File: src/rtl/gate_rr_arbiter.sv
// gate_rr_arbiter: shares one registered bitwise logic unit between NREQ requesters.
// A round-robin pick captures the winner's opcode and operands. The result is computed
// one cycle later and held on a valid/ready response port until it is accepted.
//
// Ports:
//   clk        clock, rising edge
//   rst_n      asynchronous active-low reset
//   req        request vector, bit i = requester i
//   op         packed 2-bit opcodes, [2i+1:2i] = requester i
//                (00 and, 01 or, 10 not a, 11 not b)
//   a, b       packed operands, slice i = requester i
//   gnt        one-hot grant, pulses for one cycle
//   busy       high while a transaction is in flight
//   rsp_valid  result available
//   rsp_ready  consumer accepts the result
//   rsp_id     requester that owns the result
//   rsp_data   result
module gate_rr_arbiter #(
  parameter int unsigned NREQ  = 4,
  parameter int unsigned WIDTH = 8,
  parameter int unsigned IDW   = 2
) (
  input  logic                  clk,
  input  logic                  rst_n,
  input  logic [NREQ-1:0]       req,
  input  logic [2*NREQ-1:0]     op,
  input  logic [WIDTH*NREQ-1:0] a,
  input  logic [WIDTH*NREQ-1:0] b,
  output logic [NREQ-1:0]       gnt,
  output logic                  busy,
  output logic                  rsp_valid,
  input  logic                  rsp_ready,
  output logic [IDW-1:0]        rsp_id,
  output logic [WIDTH-1:0]      rsp_data
);

  typedef enum logic [1:0] {StIdle, StExec, StResp} state_e;

  state_e           state_q;
  logic [IDW-1:0]   ptr_q;
  logic [IDW-1:0]   win_q;
  logic [1:0]       op_q;
  logic [WIDTH-1:0] a_q;
  logic [WIDTH-1:0] b_q;

  logic             win_found;
  logic [IDW-1:0]   win_id;
  logic [IDW-1:0]   ptr_next;
  logic [1:0]       sel_op;
  logic [WIDTH-1:0] sel_a;
  logic [WIDTH-1:0] sel_b;
  logic [WIDTH-1:0] op_result;

  // Round-robin pick: scan offsets from the highest down so the smallest offset
  // from ptr is the last assignment and therefore wins.
  always_comb begin
    logic [IDW:0]   sum;
    logic [IDW-1:0] idx;
    win_found = |req;
    win_id    = '0;
    sum       = '0;
    idx       = '0;
    for (int i = int'(NREQ) - 1; i >= 0; i--) begin
      sum = {1'b0, ptr_q} + (IDW + 1)'(i);
      if (sum >= (IDW + 1)'(NREQ)) begin
        sum = sum - (IDW + 1)'(NREQ);
      end
      idx = sum[IDW-1:0];
      if (req[idx]) begin
        win_id = idx;
      end
    end
  end

  assign ptr_next = (win_id == IDW'(NREQ - 1)) ? '0 : win_id + 1'b1;

  // Operand mux for the winning requester.
  always_comb begin
    sel_op = '0;
    sel_a  = '0;
    sel_b  = '0;
    for (int i = 0; i < int'(NREQ); i++) begin
      if (IDW'(i) == win_id) begin
        sel_op = op[2*i +: 2];
        sel_a  = a[WIDTH*i +: WIDTH];
        sel_b  = b[WIDTH*i +: WIDTH];
      end
    end
  end

  always_comb begin
    op_result = '0;
    case (op_q)
      2'b00:   op_result = a_q & b_q;
      2'b01:   op_result = a_q | b_q;
      2'b10:   op_result = ~a_q;
      default: op_result = ~b_q;
    endcase
  end

  always_ff @(posedge clk or negedge rst_n) begin
    if (!rst_n) begin
      state_q   <= StIdle;
      ptr_q     <= '0;
      win_q     <= '0;
      op_q      <= '0;
      a_q       <= '0;
      b_q       <= '0;
      gnt       <= '0;
      busy      <= 1'b0;
      rsp_valid <= 1'b0;
      rsp_id    <= '0;
      rsp_data  <= '0;
    end else begin
      case (state_q)
        StIdle: begin
          if (win_found) begin
            gnt     <= NREQ'(1) << win_id;
            win_q   <= win_id;
            op_q    <= sel_op;
            a_q     <= sel_a;
            b_q     <= sel_b;
            ptr_q   <= ptr_next;
            busy    <= 1'b1;
            state_q <= StExec;
          end
        end
        StExec: begin
          gnt       <= '0;
          rsp_data  <= op_result;
          rsp_id    <= win_q;
          rsp_valid <= 1'b1;
          state_q   <= StResp;
        end
        StResp: begin
          if (rsp_ready) begin
            rsp_valid <= 1'b0;
            busy      <= 1'b0;
            state_q   <= StIdle;
          end
        end
        default: begin
          state_q <= StIdle;
        end
      endcase
    end
  end

endmodule

File: config.mk
export PLATFORM = sky130hd
export DESIGN_NAME = gate_rr_arbiter
export DESIGN_NICKNAME = d
export VERILOG_FILES = /design/src/rtl/gate_rr_arbiter.sv
export SDC_FILE = /design/constraint.sdc
export NUM_CORES = 1
export LEC_CHECK = 0
export ABC_AREA = 0
export CAP_MARGIN = 10
export CORE_MARGIN = 5
export CORE_UTILIZATION = 47
export DETAILED_ROUTE_END_ITERATION = 10
export GPL_TIMING_DRIVEN = 0
export PLACE_DENSITY = 0.86
export REMOVE_ABC_BUFFERS = 1
export SLEW_MARGIN = 15
export SYNTH_ARGS = -nofsm -noshare
export SYNTH_HDL_FRONTEND = slang
export SYNTH_SLANG_ARGS = --single-unit
File: constraint.sdc
create_clock -name clk -period 3.3 [get_ports clk]
set_input_delay 0.66 -clock clk [delete_from_list [all_inputs] [get_ports clk]]
set_output_delay 0.66 -clock clk [all_outputs]
set_load 0.02 [all_outputs]
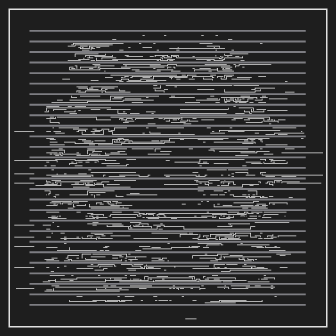
(signal wires on met1)
Supply wires on this layer in gray.
390 nets have wire on it. The layer holds 40% of the routed length. The longest straight run is 40.9 um. The layer carries 2760 um of wire. The wires run mostly horizontal.

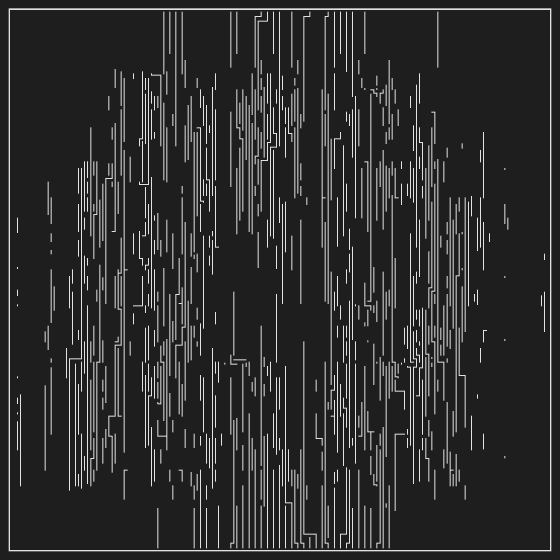
(the metal 2 layer)
The layer carries 3580 um of wire. The wires run mostly vertical. The layer holds 52% of the routed length.

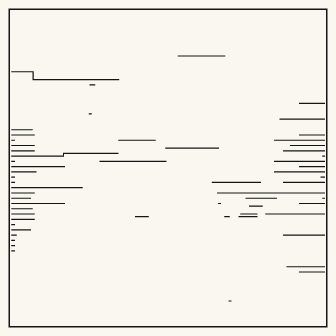
(met3 routing)
The wires run mostly horizontal. The layer holds 6.4% of the routed length. The layer carries 438 um of wire. 54 nets have wire on it. The longest straight run is 27.6 um.

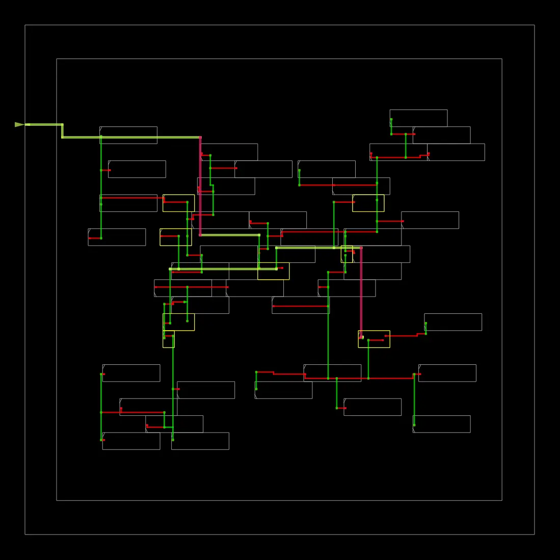
(the clock network)
CTS Sinks: 40
Clk power: 0.000333 W
clock buffers: 6
CTS Buf Count: 5
number of sequential cells: 40

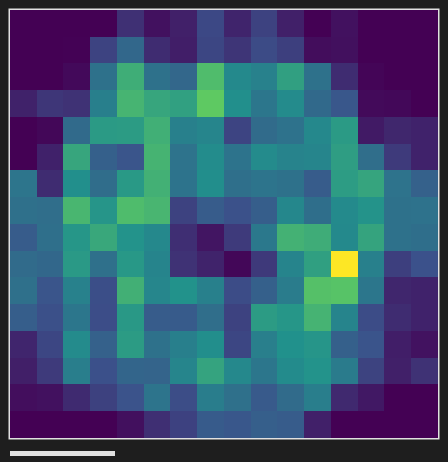
(wiring heat map)
The bar under the picture is 20 um long. 16 x 16 tiles, from dark purple (low) to yellow (high), scaled to the fullest tile. Values are wire area over tile area, all layers added.
The mean over all tiles is 0.16. 13% of the tiles are nearly empty. The emptiest ninth of the die: north-east.

==> reports/results.tsv <==
metric	value	unit
Non-clock buffer share	0.284	
CTS Hold Bufs	0	
root buffer cell	clkbuf_8	
met1 GRT Util	0.250	
Chip Area	6650	um^2
Log Warnings	28	
Synth Cell Area	2410	um^2
Synth Seq Share	0.416	
Chip Area, Yosys	2410	um^2
via/cell ratio	5.53	
n_diodes	0	
register cell area after layout	1000	um^2
pwr/cell area	891	nW/um^2
top power group	combinational logic	
Seq group	0.000995	W
hpwl dp	4810	um
CTS resizes	1	
inverter count	23	
Routed Antenna Nets	0	
Clock buf/inv share	0.0268	
Unique cell types	32	
Yosys warning count	0	
Hold WC Path Type	input port to async pin	
I/O pin count	95	
Sequential Power Share	0.324	
Final Total Pwr	0.00308	W
Crit Path Max Fanout	13	
Inst Count DP	424	
WL final	6840	um
number of remaining DRC errors	0	
Synth Flop Type	dfrtp_1	
Top cells excl fill/tap	clkdlybuf4s50_1, a21oi_1, dfrtp_1	
std cell rows	26	
GRT met2 Usage	0.387	
max cap viols	0	
Pleak	1.50	nW
Buf/Inv on CP	2	
RSZ-0062 raised after global routing	no	
slowest CP cell	clkdlybuf4s50_1	
critical path's top delay family	AND-OR/OR-AND gates	
share of layout cells above drive strength 1	0.0635	
FFs w/ async S/R, synth	1.00	
worst setup path endpoint	a_q[5]	
Vias	2390	
yosys cell count	281	
nonclk buf count	96	
CORE AREA	5040	um^2
CTS tree	yes	
Worst VDD drop	0.553	mV
Die Wd	81.6	um
slowest cell delay on critical path	0.55	ns
cells along the critical path	clkdlybuf4s50_1 -> and2b_1 -> a211oi_1 -> o21bai_1 -> ha_1 -> nor2b_4 -> buf_8 -> a221oi_1 -> a211o_1 -> a21oi_1	
worst reg2reg path endpoint	a_q[5]	
dpl ws	-0.531	ns
Post-synth EDFFs	0	
outcome	finished clean	
initial DRC count	136	
Die H	81.6	um
CP Capture Type	flip-flop	
pin count of the biggest net entering global routing	38	
Final Net Count	444	
Seq/total area	0.290	
critical path arrival	3.25	ns
Max Slew Vio Count	0	
comb pwr	0.00175	W
FMAX	0.329	GHz
P&R area growth vs syn	43.3	%
initial antenna violation count	0	
Yosys top cell by area	dfrtp_1	
Top class by area	multi-input combinational cells	
vias in the first global route	2324	
worst r2r src	ptr_q[0]	
Gate power share	0.568	
DR top layer	met4	
startpoint class of the critical path	input port	
combinational share of cell area	0.349	
top post-synthesis cells by area	dfrtp_1, a21oi_1, a211o_1	
most numerous logic cell after layout	clkdlybuf4s50_1	
worst slew pin tran	0.833	ns
setup violators final	0	
global-route wire length before repair	10800	um
gr usage total	0.212	
GRT Max-Usage Layer	met2	
clock network power share	0.108	
clock-pin slew on the worst setup and hold paths	0.08	ns
Synth top cells by count	a21oi_1, dfrtp_1, nor2_1	
grt met3 use	0.0471	
Port Buffers	94	
## through the flow
step / area (um^2) / TNS (ns) / utilization
3_3_place_gp: 3290 / -19.09 / 0.652
6_report: 3450 / 0 / 0.684
3_5_place_dp: 3330 / -7.68 / 0.661
5_1_grt: 3450 / 0 / 0.684
4_1_cts: 3430 / 0 / 0.680
2_1_floorplan: 2260 / 0 / -
## logic make-up after synthesis
group | synth area share
buffers and inverters | 0.0972
adders and majority gates | 0.0208
DFF | 0.416
muxes | 0.0431
AOI/OAI and AO/OA | 0.285
and+or+nand+nor | 0.138
## state kept, by name, indices dropped and copies added, names as in the netlist
signal and count:
gnt 4, rsp_id 2, ptr_q 2, win_q 2
rsp_valid 1, rsp_data 8, a_q 8, op_q 2
busy 1, b_q 8, state_q 2
Power is estimated from default activity; no workload was simulated.
